==> config.mk <==
export PLATFORM = sky130hd
export DESIGN_NAME = iq_sample_packer
export DESIGN_NICKNAME = d
export VERILOG_FILES = /design/src/rtl/iq_sample_packer.sv
export SDC_FILE = /design/constraint.sdc
export NUM_CORES = 1
export LEC_CHECK = 0
export ABC_AREA = 0
export CORE_MARGIN = 4
export CORE_UTILIZATION = 53
export DETAILED_ROUTE_END_ITERATION = 12
export GPL_ROUTABILITY_DRIVEN = 0
export PLACE_DENSITY_LB_ADDON = 0.25
export SLEW_MARGIN = 20
export SYNTH_ARGS = -nofsm -noshare
export SYNTH_HDL_FRONTEND = slang
export SYNTH_SLANG_ARGS = --single-unit
export TNS_END_PERCENT = 50
==> constraint.sdc <==
create_clock -name clk -period 3.35 [get_ports clk]
set_clock_uncertainty 0.05 [all_clocks]
set_input_delay 0.67 -clock clk [delete_from_list [all_inputs] [get_ports clk]]
set_output_delay 0.67 -clock clk [all_outputs]
set_load 0.01 [all_outputs]
**Run 1: floorplan with the power grid**

Pins as bars on the die edge.
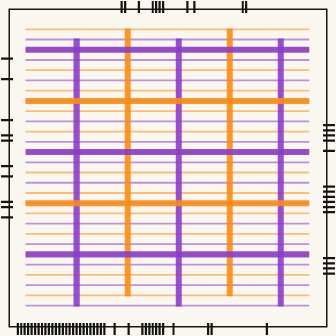
color	net
orange	VDD
purple	VSS
rows	27
met1 rails	28
met5 straps	5
signal pins	75
Worst IR Drop VDD: 0.000399 V
overall die width: 84.0 um
Vert. Die Dim: 84.0 um
Std-Cell Core Area: 0.00554 mm^2

**Run 1: cells colored by class**

Bar = 20 um.
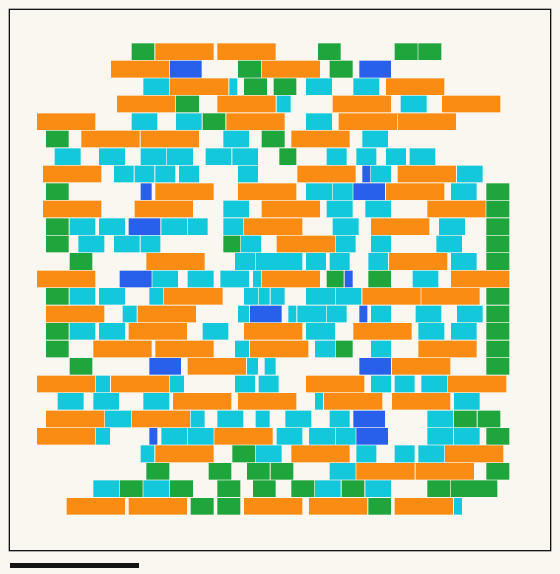
color	class	cells	share of their area
blue	clock drivers and dummy loads	15	4.3%
orange	flip-flops	71	48%
green	other buffers and delay cells	55	15%
cyan	all other logic	124	33%
area of all placed cells without fillers: 0.00378 mm^2
row count: 27
post-layout util: 68.3%
sequential share of cell area: 47.0%

**Run 1: routed clock nets over the placement**

Bar = 20 um.
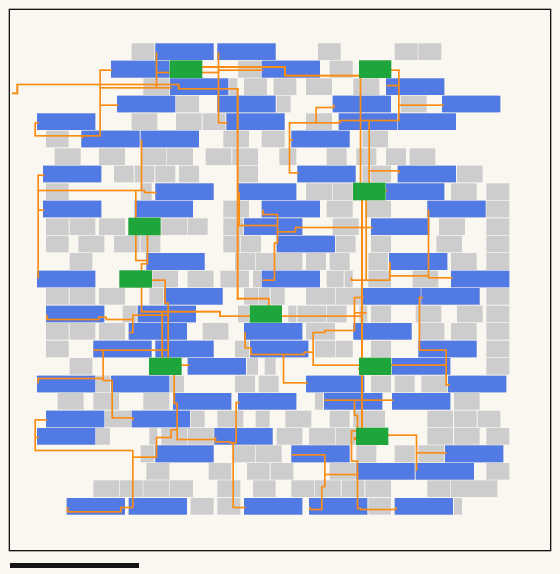
[orange] clock wires | length: 862 um
[blue] flip-flops | count: 71
[green] cells driving clock nets | count: 9
routed clock nets	10
flops lie	all over the die
Clock group: 0.000572 W
Insertion Delay late pin: 0.33 ns
part of the total power dissipated in the clock network: 23.1%

==> run notes, run 1 <==
This note records the results obtained with Yosys and OpenROAD.

Drt
The detailed router's first-iteration violation count is 88. The number of detailed-routing iterations run before antenna repair is 4. The average vias per placed instance is 5.60.

The uppermost metal layer occupied by signal nets is met4. The post-detailed-route wirelength per cell is 18.3 um. The sum of met2 wire segment lengths after detailed routing is 2.92 mm.

Worst setup path
The critical path class is in -> out. The biggest cell delay along the critical path is 0.57 ns. Together, buffers and inverters on the worst path number 2.

The depth of the most critical reg-to-reg path is 4. The critical path goes through clkdlybuf4s50_1, nand2b_1, clkdlybuf4s50_1. On the critical path, the stage with the largest delay is an instance of sky130_fd_sc_hd__clkdlybuf4s50_1.

Cells and area
The non-clock buffer area fraction after layout is 14.6%. There are 71 flip-flops and latches. The count of placed standard cells in the final layout, fillers left out is 337. The final antenna diode count is 0.

Logic synthesis
The synthesized netlist contains 22 unique library cells. The stat command in Yosys gives a chip area of 0.00306 mm^2. The primary flip-flop cell chosen by synthesis mapping is sky130_fd_sc_hd__dfrtp_1. The synthesized netlist devotes 8.62% of its cell area to compound gates. In the synthesized netlist, the number of instances is 208. In the synthesized netlist, the cells that appear most often are sky130_fd_sc_hd__dfrtp_1 (71), sky130_fd_sc_hd__mux2_2 (64), sky130_fd_sc_hd__a22o_1 (26). The prevailing logic family in the synthesized netlist is multiplexers. Summing all multiplexer cells gives an area fraction of 24.3%.

For reference, the post-synthesis area per instance comes to 14.7 um^2.

Power
The share of total power dissipated in sequential elements is 45.7%. In this run, power in combinational logic comes to 0.000772 W.

Clock tree
No sink is reached through more buffers than the 2 on the longest clock path. In this run the number of H-tree levels came out at 3. The CTS tree is yes. The number of buffers added by the clock tree synthesis step is 9. The number of gates given a new drive strength after cts is 0.

Timing
The final-report hold violation count is 0. Setup slack closes at 0.766 ns. The number of setup violations in the final report is 0.

Max-slew check failures listed in the final report amount to 0. Derived from the worst setup path, the maximum achievable clock frequency is 387 MHz.

Global routing
The total overflow left after global routing is 0. After global routing, the most crowded layer is met2. The met1 track demand over resource in global routing is 26.3%.

Outcome
The run finished with clean final reports.

Hold path
The tightest min-delay check is of the reg -> reg type.

Placed design
The cell area after placement is 0.00362 mm^2.

Flow run
The number of max-cap violations is 0.
==> run 2: changes to the inputs <==
CORE_UTILIZATION = 49   (was 53)
clock period = 2.58 ns   (was 3.35 ns; I/O delays follow)
**Run 2: floorplan with the power grid**

Pins as bars on the die edge.
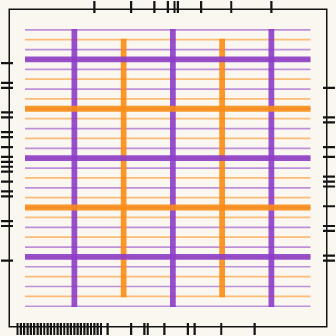
color	net
purple	VSS
orange	VDD
met1 rails	29
rows	28
met5 straps	5
overall die width: 87.0 um
Worst IR Drop VDD: 0.000499 V

==> run notes, run 2 <==
This note records the results obtained with Yosys and OpenROAD.

Logic synthesis
The instance tally after logic synthesis was 208 (unchanged). The post-synthesis share of cell area spent on and-or and or-and gates is 8.62% (unchanged). The primary flip-flop cell chosen by synthesis mapping is sky130_fd_sc_hd__dfrtp_1 (unchanged). The unique cell type count in the Yosys netlist is 22 (unchanged). The post-synthesis chip area from yosys is 0.00306 mm^2 (unchanged). Leading cell types by count after synthesis: sky130_fd_sc_hd__dfrtp_1 (71), sky130_fd_sc_hd__mux2_2 (64), sky130_fd_sc_hd__a22o_1 (26) (unchanged). The average size of a mapped cell came to 14.7 um^2 (unchanged).

Global routing
The final global-route overflow total is 0 (unchanged). The layer with the highest usage after global routing is met2 (unchanged). The met1 track demand over resource in global routing is 25.8% (was 26.3%).

Cells and area
The final antenna diode count is 0 (unchanged). The sequential fraction of total cell area is 45.8% (was 47.0%). The non-clock buffer area fraction after layout is 15.6% (was 14.6%). The final standard cell utilization of the core is 64.8% (was 68.3%). The count of placed standard cells in the final layout, fillers left out was 344 (was 337).

Placed design
The cell area after placement is 0.00368 mm^2 (was 0.00362 mm^2).

Drt
The detailed router's first-iteration violation count is 123 (was 88). The number of detailed-routing iterations run before antenna repair is 4 (unchanged). The uppermost metal layer occupied by signal nets is met4 (unchanged). The sum of met2 wire segment lengths after detailed routing was 2.90 mm (was 2.92 mm). The post-detailed-route wirelength per cell is 18.1 um (was 18.3 um). The average vias per placed instance is 5.58 (was 5.60).

Die
The placeable core region is 0.00599 mm^2 (was 0.00554 mm^2). The number of placement rows is 28 (was 27).

Clock tree
The latest clock arrival within the worst-skew pair is 0.34 ns (was 0.33 ns). The number of gates given a new drive strength after cts is 0 (unchanged). The maximum level of the CTS H-tree came to 3 (unchanged).

Worst setup path
CP Cell Sequence: clkdlybuf4s50_1, nand2b_1, clkdlybuf4s50_1 (unchanged). The number of buffers and inverters on the critical path is 2 (unchanged).

Outcome
Status: completed (unchanged).

Timing
Based on the critical path, the design can be clocked at up to 436 MHz. The post-layout worst setup margin is 0.287 ns (was 0.766 ns).

Power
The fraction of power consumed by sequential logic was 43.6% (was 45.7%). The combinational gate power is 0.00102 W (was 0.000772 W).
**Run 2: the clock network**

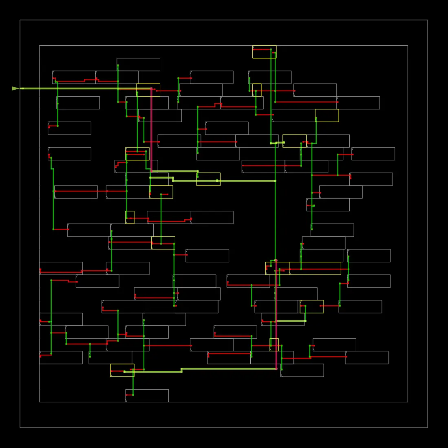
Layout clock buffers: 11
sequential cell count: 71
Inserted Clock Buffers: 9
Clock group: 0.000878 W

No activity file was given, so power comes from the tool's default toggle rates.
